<file path="src/rtl/shift_pkg.sv">
// Shared encodings for the sequential shifter: operation codes and FSM states.
package shift_pkg;

  typedef enum logic [1:0] {
    OP_SLL = 2'b00,
    OP_SRL = 2'b01,
    OP_SRA = 2'b10,
    OP_RSV = 2'b11
  } op_e;

  typedef enum logic [1:0] {
    IDLE  = 2'b00,
    SHIFT = 2'b01,
    DONE  = 2'b10
  } state_e;

endpackage

</file>
<file path="src/rtl/shift_step.sv">
// Combinational single-step shifter: moves data left or right by 0..STEP bits,
// filling vacated right-shift positions with the fill bit.
module shift_step #(
  parameter int WIDTH = 32,
  parameter int STEP  = 4
) (
  input  logic [WIDTH-1:0]        data,
  input  logic                    dir_left,
  input  logic                    fill,
  input  logic [$clog2(STEP):0]   amt,
  output logic [WIDTH-1:0]        result
);

  logic [WIDTH-1:0] fill_mask;

  // Ones in the top amt positions, used only for sign fill on right shifts.
  assign fill_mask = fill ? ~({WIDTH{1'b1}} >> amt) : '0;
  assign result    = dir_left ? (data << amt) : ((data >> amt) | fill_mask);

endmodule

</file>
<file path="src/rtl/shift_seq.sv">
// Multi-cycle barrel-free shifter: applies at most STEP bits per cycle with a
// valid/ready handshake. Define SHIFT_SEQ_SRA_EN to enable arithmetic right shift.
//
// state | meaning
// IDLE  | waiting for a request, in_ready high
// SHIFT | working register shifting, rem counting down to zero
// DONE  | result presented on out, waiting for out_ready
module shift_seq
  import shift_pkg::*;
#(
  parameter int WIDTH = 32,
  parameter int STEP  = 4
) (
  input  logic             clk,
  input  logic             rst_n,
  input  logic             in_valid,
  output logic             in_ready,
  input  logic [1:0]       op,
  input  logic [WIDTH-1:0] a,
  input  logic [WIDTH-1:0] b,
  output logic             out_valid,
  input  logic             out_ready,
  output logic [WIDTH-1:0] out,
  output logic             busy
);

  localparam int SW = $clog2(WIDTH);
  localparam int AW = $clog2(STEP) + 1;
  localparam logic [SW-1:0] STEP_R = SW'(STEP);

  state_e           state_q, state_d;
  op_e              op_q, op_d;
  logic [WIDTH-1:0] work_q, work_d;
  logic [WIDTH-1:0] out_q, out_d;
  logic [SW-1:0]    rem_q, rem_d;
  logic             in_ready_q, in_ready_d;
  logic             out_valid_q, out_valid_d;
  logic             busy_q, busy_d;

  logic             accept;
  logic             is_sra;
  logic             dir_left;
  logic             fill;
  logic [AW-1:0]    step_amt;
  logic [SW-1:0]    rem_next;
  logic [WIDTH-1:0] step_res;
  logic [SW-1:0]    shamt;
  logic             unused_b_hi;

  assign shamt       = b[SW-1:0];
  assign unused_b_hi = ^b[WIDTH-1:SW];
  assign accept      = in_valid & in_ready_q;

`ifdef SHIFT_SEQ_SRA_EN
  assign is_sra = (op_q == OP_SRA);
`else
  assign is_sra = 1'b0;
`endif

  // The working MSB keeps the sign during SRA, so it serves as the fill bit every step.
  assign dir_left = (op_q == OP_SLL);
  assign fill     = is_sra & work_q[WIDTH-1];
  assign step_amt = (rem_q < STEP_R) ? rem_q[AW-1:0] : AW'(STEP);
  assign rem_next = rem_q - SW'(step_amt);

  shift_step #(
    .WIDTH (WIDTH),
    .STEP  (STEP)
  ) u_step (
    .data     (work_q),
    .dir_left (dir_left),
    .fill     (fill),
    .amt      (step_amt),
    .result   (step_res)
  );

  always_comb begin
    state_d     = state_q;
    op_d        = op_q;
    work_d      = work_q;
    out_d       = out_q;
    rem_d       = rem_q;
    in_ready_d  = in_ready_q;
    out_valid_d = out_valid_q;
    busy_d      = busy_q;
    case (state_q)
      IDLE: begin
        in_ready_d  = 1'b1;
        out_valid_d = 1'b0;
        busy_d      = 1'b0;
        if (accept) begin
          op_d       = op_e'(op);
          work_d     = a;
          rem_d      = shamt;
          in_ready_d = 1'b0;
          busy_d     = 1'b1;
          if (shamt == '0) begin
            state_d     = DONE;
            out_d       = a;
            out_valid_d = 1'b1;
          end else begin
            state_d = SHIFT;
          end
        end
      end
      SHIFT: begin
        work_d = step_res;
        rem_d  = rem_next;
        if (rem_next == '0) begin
          state_d     = DONE;
          out_d       = step_res;
          out_valid_d = 1'b1;
        end
      end
      DONE: begin
        if (out_ready) begin
          state_d     = IDLE;
          out_valid_d = 1'b0;
          busy_d      = 1'b0;
          in_ready_d  = 1'b1;
        end
      end
      default: begin
        state_d     = IDLE;
        in_ready_d  = 1'b0;
        out_valid_d = 1'b0;
        busy_d      = 1'b0;
      end
    endcase
  end

  always_ff @(posedge clk or negedge rst_n) begin
    if (!rst_n) begin
      state_q     <= IDLE;
      op_q        <= OP_SLL;
      work_q      <= '0;
      out_q       <= '0;
      rem_q       <= '0;
      in_ready_q  <= 1'b0;
      out_valid_q <= 1'b0;
      busy_q      <= 1'b0;
    end else begin
      state_q     <= state_d;
      op_q        <= op_d;
      work_q      <= work_d;
      out_q       <= out_d;
      rem_q       <= rem_d;
      in_ready_q  <= in_ready_d;
      out_valid_q <= out_valid_d;
      busy_q      <= busy_d;
    end
  end

  assign in_ready  = in_ready_q;
  assign out_valid = out_valid_q;
  assign busy      = busy_q;
  assign out       = out_q;

endmodule
</file>
<file path="config.mk">
export PLATFORM = sky130hd
export DESIGN_NAME = shift_seq
export DESIGN_NICKNAME = d
export VERILOG_FILES = /design/src/rtl/shift_pkg.sv /design/src/rtl/shift_step.sv /design/src/rtl/shift_seq.sv
export SDC_FILE = /design/constraint.sdc
export NUM_CORES = 1
export LEC_CHECK = 0
export ABC_AREA = 1
export CORE_MARGIN = 2
export CORE_UTILIZATION = 40
export DETAILED_ROUTE_END_ITERATION = 12
export GPL_ROUTABILITY_DRIVEN = 1
export MAX_ROUTING_LAYER = met4
export SYNTH_ARGS = -nofsm -noshare
export SYNTH_HDL_FRONTEND = slang
export SYNTH_SLANG_ARGS = --single-unit
</file>
<file path="constraint.sdc">
create_clock -name clk -period 2.4 [get_ports clk]
set_input_delay 0.24 -clock clk [delete_from_list [all_inputs] [get_ports clk]]
set_output_delay 0.24 -clock clk [all_outputs]
set_load 0.01 [all_outputs]
</file>
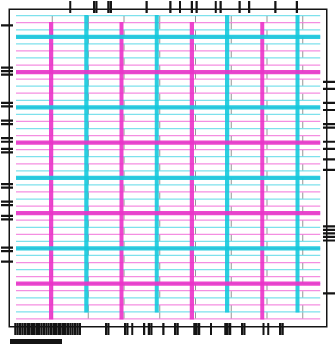
Run 1: PDN straps and rails
Bar = 20 um. Pins as bars on the die edge. Tap cells in grey.
magenta -> VSS
cyan -> VDD
tap cells = 180
met4 straps = 8
signal pins = 105
rows = 43

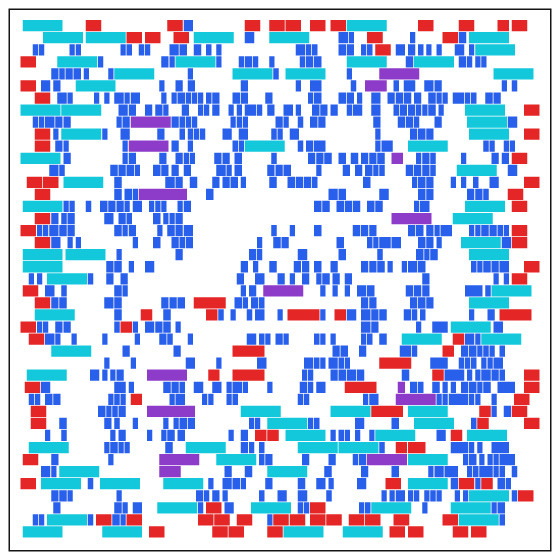
Run 1: placed cells, one colour a class
cyan -> flops  # cells 76, share of their area 28%
red -> other buffers and delay cells  # cells 103, share of their area 16%
purple -> clock drivers and dummy loads  # cells 15, share of their area 4.8%
blue -> combinational and other logic  # cells 730, share of their area 51%

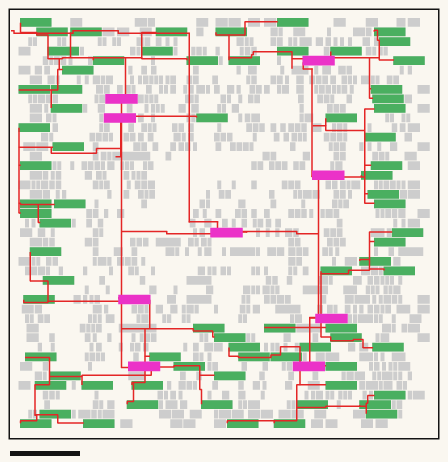
Run 1: clock network drawn from the DEF
Bar = 20 um.
green -> flip-flops  # count 76
magenta -> clock drivers  # count 9
red -> clock wires  # length 1200 um
flops lie = widely spread
routed clock nets = 10

==> impl_results.rst, run 1 <==
Flow metrics
------------

.. list-table::
   :header-rows: 1

   * - Metric
     - Value
   * - Tally of nets with antenna violations remaining after routing
     - 0
   * - Final hold vios
     - 0
   * - Maximum number of pins on one net before global-route repair
     - 51
   * - Placed wire-length estimate after detailed placement
     - 13800 um
   * - Critical Path AT
     - 2.54 ns
   * - Hold bufs inserted after CTS
     - 1
   * - Core area
     - 0.0137 mm^2
   * - Worst setup path startpoint
     - rem_q[3]
   * - Total net switching power
     - 5.36 mW
   * - Part of the power in registers
     - 22.8%
   * - Total negative slack
     - 0 ns
   * - Area reported by Yosys stat
     - 0.00556 mm^2
   * - Fp util
     - 40.5%
   * - Total die size
     - 0.0148 mm^2
   * - Post-CTS Setup Inserts
     - 0
   * - Post-placement worst setup slack
     - 0.0000957 ns
   * - Via count of the first global-routing pass
     - 5999
   * - Ratio of total power to cell area
     - 1550 mW/mm^2
   * - Final cell utilization of the core
     - 50.6%
   * - Leakage dissipation
     - 3.33 nW
   * - CTS Buffer Depth
     - 2
   * - Die height
     - 122 um
   * - Area of the multi-input gates
     - 0.00328 mm^2
   * - Worst supply voltage drop on vdd
     - 0.563 mV
   * - Via count normalized by instance count
     - 5.68
   * - Seq group
     - 2.46 mW
   * - Insertion delay to the later sink of the worst-skew pair
     - 0.35 ns
   * - Number of register bits inferred by synthesis
     - 76
   * - Share of final-layout standard cells stronger than drive strength 1
     - 10.1%
   * - Sequential cell area in the final layout
     - 0.00190 mm^2
   * - Hold slack
     - 0.429 ns
   * - Top-level port count
     - 105
   * - Top-area cell type share of the netlist area
     - 34.2%
   * - Flip-flops with a built-in enable
     - 0
   * - Post-synthesis compound-gate area fraction
     - 3.76%
   * - Post-route cell area
     - 0.00694 mm^2
   * - Yosys cell count
     - 857
   * - Biggest fanout along the worst timing path
     - 12
   * - Top FF cell, synth
     - dfrtp_1
   * - Destination of the critical timing path
     - out[15]
   * - P_clk
     - 1.51 mW
   * - Total Wirelength
     - 19400 um
   * - Cell with the most instances after synthesis
     - nand2_1
   * - Post-cts resize count
     - 1
   * - Worst reg2reg endpoint
     - out[15]
   * - Adder Area Share
     - 0.450%
   * - Number of violations of the max-capacitance limit
     - 0
   * - Outcome
     - finished, final reports clean
   * - CP startpoint kind
     - flop
   * - Clock-pin transition on the worst setup and hold timing paths
     - 0.06 ns
   * - Placed Cells
     - 1088
   * - Routability Congestion
     - 0.891
   * - XOR-XNOR Cells, Area Fraction
     - 0%
==> run 1: logic make-up after synthesis <==
logic type,after synthesis
simple gates,652
other cells,2
flops,76
buf+inv,85
fa+ha+maj,2
compound gates,40
==> run 1: cell type report <==
cell class | instances | share of cell area, %
tap | 180 | 3.25
sequential | 76 | 27.4
clock inverter | 4 | 1.05
inverter | 34 | 1.91
timing repair buffer | 103 | 15.4
clock buffer | 11 | 3.64
multi-input combinational | 696 | 47.3
==> run 1: cells in the final DEF (no fill, tap or decap), types with 3 or more instances in the layout <==
master,instances
nand4_1,39
o21ai_0,13
o21ai_1,3
nand3_1,247
nor2_1,19
clkdlybuf4s50_1,76
buf_4,17
dfrtp_1,76
nor2_4,4
nand3b_1,10
buf_12,8
inv_2,6
a21oi_1,19
or2_2,30
nor2_2,7
nand2_1,290
inv_1,25
clkbuf_16,9
o22ai_1,3
==> run 1: layer usage <==
metal | wire (um) | share of wire [%] | vias to the layer above | GRT usage, %
met4 | 593 | 3.0 | 0 | 11.5
li1 | - | - | 3025 | -
met5 | 0 | 0 | - | -
met3 | 1120 | 5.8 | 50 | 3.70
met2 | 9200 | 47 | 234 | 44.4
met1 | 8530 | 44 | 2965 | 36.2
==> run 1: worst max-delay path, stage by stage (launching register included) <==
cell	delay, ns
dfrtp_1	0.43
nor2_4	0.19
nand2_4	0.10
nand2_1	0.10
ha_1	0.25
a21oi_1	0.15
nand3_1	0.08
nor2_1	0.18
nor2_1	0.11
nor2_4	0.17
buf_4	0.24
nand3_1	0.10
nand2_1	0.09
==> run 1: state kept, by name, summed over array words and instances, names as in the netlist <==
name	flops
busy	1
in_ready	1
op_q	2
out	32
out_valid	1
rem_q	5
state_q	2
work_q	32
==> run 2, diff against run 1 <==
- GPL_TIMING_DRIVEN: default -> 0
- RECOVER_POWER: default -> 100
- SLEW_MARGIN: default -> 30
==> run 2 against run 1 <==
Net effect:
- the run now ends with capacitance limit, slew limit left
- clock power is 15% lower
- synthesized cell count stayed put
- first-iteration DRC count is 34% higher
- combinational power is 1% higher
- synthesized area stayed put
- sequential share of layout area is 0.18 points higher
- critical path type unchanged
- die area stayed put
- clock skew hardly changed
- worst setup slack worse by 0.076 ns
==> impl_results.rst, run 2 <==
Flow metrics
------------

.. list-table::
   :header-rows: 1

   * - Metric
     - Value
   * - Clock tree from TritonCTS
     - done
   * - Part of the total power dissipated in the clock network
     - 12.1%
   * - Post-synth top area cell
     - dfrtp_1
   * - Routability Congestion
     - 0.994
   * - Startpoint-to-endpoint class of the critical path
     - reg2reg
   * - Clock sink count
     - 76
   * - Number of violations of the max-capacitance limit
     - 1
   * - Final hold vios
     - 0
   * - Die height
     - 122 um
   * - Violations in the final reports
     - capacitance limit, slew limit
   * - Share of final-layout standard cells stronger than drive strength 1
     - 10.9%
   * - Antenna cells
     - 0
   * - Tally of nets with antenna violations remaining after routing
     - 0
   * - Total of endpoints with negative setup slack in the final report
     - 0
   * - Ratio of total power to cell area
     - 1540 mW/mm^2
   * - Area growth, synth to finish
     - 24.0%
   * - Worst supply voltage drop on vdd
     - 0.566 mV
   * - Hold slack
     - 0.430 ns
   * - CTS H-tree depth
     - 3
   * - Top-area cell type share of the netlist area
     - 34.2%
   * - Fin crit share
     - 97.8%
   * - Fp util
     - 40.5%
   * - Destination of the critical timing path
     - work_q[12]
   * - Total global routing track utilization
     - 30.7%
   * - Post-route cell area
     - 0.00689 mm^2
   * - Internal power
     - 5.00 mW
   * - Placed Cells
     - 1115
   * - Number of pins exceeding their max-slew limit in the final report
     - 30
   * - Met1 demand-to-capacity share in global routing
     - 42.0%
   * - Wire length per cell
     - 18.9 um
   * - Busiest metal layer after global routing
     - met2
   * - Worst reg2reg endpoint
     - work_q[12]
   * - Initial detailed-routing violation count
     - 628
   * - Flip-flops with a built-in enable
     - 0
   * - Synthesized area
     - 0.00556 mm^2
   * - Biggest fanout along the worst timing path
     - 10
   * - Gate power share
     - 65.0%
   * - Leading cell type in the layout, fill and taps excluded
     - nand2_1
   * - Clock root cell
     - clkbuf_16
   * - Min-delay worst type
     - in2reg
   * - Unrepaired setup endpoints after global routing
     - no
   * - Via count of the first global-routing pass
     - 6144
   * - Cell with the most instances after synthesis
     - nand2_1
   * - Filler cells
     - 1473
   * - Critical Path AT
     - 2.64 ns
   * - Quantity of I/O buffers inserted on ports
     - 77
   * - Routing usage on met3
     - 4.07%
   * - Post-placement worst setup slack
     - -0.161 ns
   * - Final cell utilization of the core
     - 50.2%
   * - Count of warning messages emitted by the tools
     - 55
   * - GRT met2 Usage
     - 45.7%
   * - Row cnt
     - 43
   * - Top cells excl fill/tap
     - nand2_1 (289), nand3_1 (247), dfrtp_1 (76), clkdlybuf4s50_1 (41), nand4_1 (39)
   * - Area reported by Yosys stat
     - 0.00556 mm^2
   * - Upper clock frequency limit
     - 426 MHz
   * - Maximum number of pins on one net before global-route repair
     - 48
   * - Vias
     - 6471
   * - Top-level port count
     - 105
   * - Number of library cell types mapped by synthesis
     - 30
   * - Total negative slack
     - 0 ns
   * - Leakage dissipation
     - 3.38 nW
   * - Residual DRC count
     - 0
   * - Worst setup path startpoint
     - rem_q[4]
   * - R2R setup slack
     - 0.05 ns
   * - Outcome
     - finished, violations left
   * - Top FF cell, synth
     - dfrtp_1
   * - CTS Buffer Depth
     - 2
   * - Insertion delay to the later sink of the worst-skew pair
     - 0.36 ns
   * - Number of buffers inserted during clock tree synthesis
     - 9
   * - Core area
     - 0.0137 mm^2
   * - Number of register bits inferred by synthesis
     - 76
   * - Part of the Yosys area used for sequential elements
     - 34.2%
   * - Yosys cell count
     - 857
   * - Placed Area
     - 0.00658 mm^2
   * - CP startpoint kind
     - flop
   * - CP endpoint kind
     - flop
   * - Total net switching power
     - 5.63 mW
   * - Total Wirelength
     - 21400 um
   * - Placed wire-length estimate after detailed placement
     - 15700 um
   * - Via count normalized by instance count
     - 5.71
   * - Part of the power in registers
     - 23.0%
   * - Total die size
     - 0.0148 mm^2
   * - Crit path setup slack, layout
     - 0.0537 ns
   * - Clock-pin transition on the worst setup and hold timing paths
     - 0.06 ns
   * - Yosys Warn Count
     - 0
[run 2: cell counts after synthesis]
Identical to the previous run, type by type.
[run 2: power by group through the flow]
stage	sequential, mW	combinational, mW	clock [mW]
floorplan	2.47	4.37	0
global placement	2.46	6.82	0
detailed placement	2.45	6.82	0
CTS	2.44	6.88	1.30
global route	2.52	7.62	1.36
finish	2.44	6.90	1.28
[run 2: area by class of cell]
cell class,instances,area (um^2),share of cell area [%]
buffer,51,270,3.92
sequential,76,1900,27.6
tap,180,225,3.27
inverter,34,128,1.85
multi-input combinational,696,3280,47.6
timing repair buffer,81,817,11.9
clock inverter,6,41.3,0.599
clock buffer,10,229,3.32
[run 2: metal layers]
layer / part of all wire [%] / wire (um)
met5: 0 / 0
met4: 3.0 / 646
met3: 7.8 / 1660
met2: 45 / 9540
met1: 45 / 9540
[run 2: logic make-up after synthesis]
family | after synthesis | share of synthesized area (%)
adder cells (fa/ha/maj) | 2 | 0.450
flip-flops | 76 | 34.2
other | 2 | 0.135
buffers and inverters | 85 | 7.03
AND/OR/NAND/NOR | 652 | 54.4
AND-OR/OR-AND | 40 | 3.76
[run 2: worst max-delay path, cell delays in order (launching register included)]
cell and delay, ns:
dfrtp_1 0.41, inv_1 0.09, nand2_2 0.12, nor2_4 0.07, nor2_2 0.44, clkbuf_1 0.58
nand3_1 0.23, nand3b_1 0.18, nand3_1 0.08, nand2_1 0.08
[run 2: repair_timing]
action	in CTS	in global routing
cloned	0	0
pin swaps	1	0
hold buffers	1	0
setup buffers	1	1
resized	2	13
endpoints found under the hold margin	29	0
setup endpoints to repair	36	60
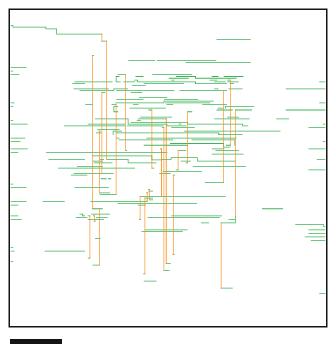
Run 2: metal layers overlaid
Bar = 20 um. Two of the layers only.
orange -> metal 4  # wire length 647 um
green -> metal 3  # wire length 1660 um

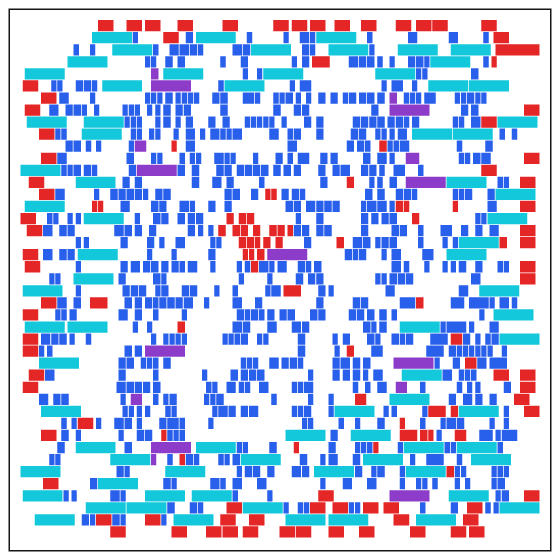
Run 2: placed cells, one colour a class
cyan -> flops  # cells 76, share of their area 29%
red -> other buffers and delay cells  # cells 132, share of their area 16%
blue -> combinational and other logic  # cells 730, share of their area 51%
purple -> clock drivers and dummy loads  # cells 16, share of their area 4.1%

==> run 3, diff against run 2 <==
- CAP_MARGIN: default -> 20
- CTS_CLUSTER_DIAMETER: default -> 30
- SETUP_SLACK_MARGIN: default -> 0.05
==> run 3 against run 2 <==
Net effect:
- critical endpoint unchanged
- clock-buffer cell count is the same
- sequential share of layout area shrank 0.11 points
- synthesized area is the same
- power grew 0.16%
- utilization grew 0.20 points
- sequential cell count is the same
- clock power is essentially flat
- cell area grew 0.40%
- the flow still finishes with violations (capacitance limit, slew limit)
- clock skew is essentially flat
- synthesized cell count is the same
- global-route usage is essentially flat
- worst hold slack gained 0.00057 ns
==> impl_results.rst, run 3 <==
Flow metrics
------------

.. list-table::
   :header-rows: 1

   * - Metric
     - Value
   * - Outcome
     - finished, violations left
   * - Violations in the final reports
     - capacitance limit, slew limit
   * - Part of the power in registers
     - 22.9%
   * - Residual DRC count
     - 0
   * - CTS H-tree depth
     - 3
   * - Crit path setup slack, layout
     - 0.0851 ns
   * - Number of library cell types mapped by synthesis
     - 30
   * - Flip-flops with a built-in enable
     - 0
   * - Total die size
     - 0.0148 mm^2
   * - Via count normalized by instance count
     - 5.69
   * - Comb area share
     - 47.5%
   * - Via count of the first global-routing pass
     - 6145
   * - Register share of the cell area
     - 27.5%
   * - Cell with the most instances after synthesis
     - nand2_1
   * - Share of final-layout standard cells stronger than drive strength 1
     - 11.3%
   * - Antenna cells
     - 0
   * - Vias
     - 6463
   * - Total of endpoints with negative setup slack in the final report
     - 0
   * - Core area
     - 0.0137 mm^2
   * - Clock-cell share of area
     - 3.91%
   * - Top-area cell type share of the netlist area
     - 34.2%
   * - Top-level port count
     - 105
   * - Top FF cell, synth
     - dfrtp_1
   * - CTS Buffer Depth
     - 2
   * - Worst supply voltage drop on vdd
     - 0.566 mV
   * - Biggest fanout along the worst timing path
     - 10
   * - Quantity of I/O buffers inserted on ports
     - 77
   * - Number of register bits inferred by synthesis
     - 76
   * - Clock Buffer Count
     - 10
   * - Group with the largest share of power
     - combinational cells
   * - Wire length per cell
     - 18.9 um
   * - Clock tree from TritonCTS
     - done
   * - Upper clock frequency limit
     - 432 MHz
   * - Leading cell type in the layout, fill and taps excluded
     - nand2_1
   * - Initial detailed-routing violation count
     - 684
   * - Clock root cell
     - clkbuf_16
   * - Number of violations of the max-capacitance limit
     - 1
   * - Count of warning messages emitted by the tools
     - 55
   * - Internal power
     - 5.02 mW
   * - Yosys cell count
     - 857
   * - Data buffer area share
     - 16.0%
   * - Post-synth top area cell
     - dfrtp_1
   * - Number of pins exceeding their max-slew limit in the final report
     - 30
   * - Min-delay worst type
     - in2reg
   * - Clock-pin transition on the worst setup and hold timing paths
     - 0.06 ns
   * - Total Wirelength
     - 21400 um
   * - Tally of nets with antenna violations remaining after routing
     - 0
   * - Total negative slack
     - 0 ns
   * - Part of the total power dissipated in the clock network
     - 12.0%
   * - Leakage dissipation
     - 3.39 nW
   * - P_clk
     - 1.28 mW
   * - Gate power share
     - 65.1%
   * - Number of signal-net buffers in the layout
     - 133
   * - Seq Cell Count
     - 76
   * - Number of buffers inserted during clock tree synthesis
     - 9
   * - Logic power comb
     - 6.93 mW
   * - Yosys Warn Count
     - 0
==> run 3: cell counts after synthesis <==
Identical to the previous run, type by type.
==> run 3: path summary, 6_finish.rpt <==
kind                       startpoint         end  slack, ns  cells after the start
max                          rem_q[4]  work_q[12]       0.09                      9
min                             op[1]     op_q[1]       0.43                      3
max in group asynchronous       rst_n  work_q[26]       0.46                      2
min in group asynchronous       rst_n     out[15]       0.90                      2
max reg2reg                  rem_q[4]  work_q[12]       0.09                      9
min reg2reg                      busy        busy       0.47                      2
==> run 3: worst max-delay path: stages (launching register included) <==
cell	delay, ns
dfrtp_1	0.41
inv_1	0.09
nand2_2	0.10
nor2_2	0.08
nor2_2	0.41
clkbuf_1	0.57
nand3_1	0.23
nand3b_1	0.19
nand3_1	0.08
nand2_1	0.08
==> run 3: cell families after synthesis <==
kind of cell | Yosys count | synth area share, %
simple gates | 652 | 54.4
fa+ha+maj | 2 | 0.450
other cells | 2 | 0.135
buf+inv | 85 | 7.03
flops | 76 | 34.2
compound gates | 40 | 3.76
==> run 3: per-stage QoR <==
stage / utilization, % / cell area (um^2) / instances
after floorplan: - / 5560 / 857
after global placement: 47.8 / 6550 / 1114
after detailed placement: 48.0 / 6580 / 1115
after CTS: 50.1 / 6870 / 1133
after global routing: 50.4 / 6920 / 1135
final: 50.4 / 6920 / 1135
==> run 3: what timing repair did <==
| action | CTS | global route |
|---|---|---|
| pin swaps | 1 | 0 |
| resized | 3 | 20 |
| setup endpoints to repair | 42 | 68 |
| hold endpoints to repair | 29 | 0 |
| gates cloned | 0 | 0 |
| hold buffers | 1 | 0 |
| setup buffers | 1 | 2 |
==> run 3: per-layer routing <==
layer  track usage (%)  wire length, um  vias up
li1                  -                -     3090
met1              42.1             9490     3027
met2              45.8             9710      302
met3              4.07             1580       44
met4              13.1              612        0
met5                 -                0        -
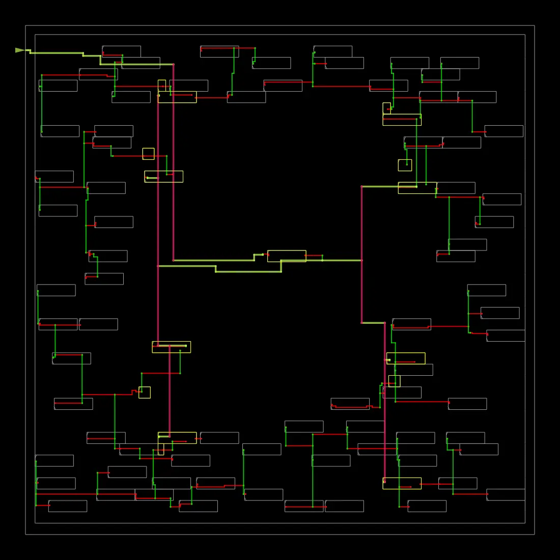
Run 3: clock wiring as the flow saved it
clock sink count: 76
insertion delay to the later sink of the worst-skew pair: 0.36 ns

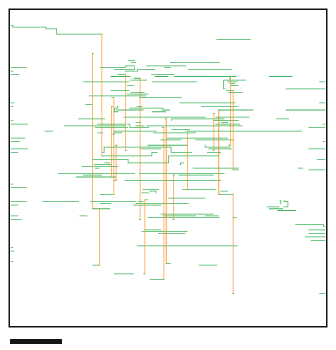
Run 3: metal layers overlaid
Bar = 20 um. Two of the layers only.
green -> metal 3  # wire length 1580 um
orange -> metal 4  # wire length 613 um

No activity file was given, so power comes from the tool's default toggle rates.
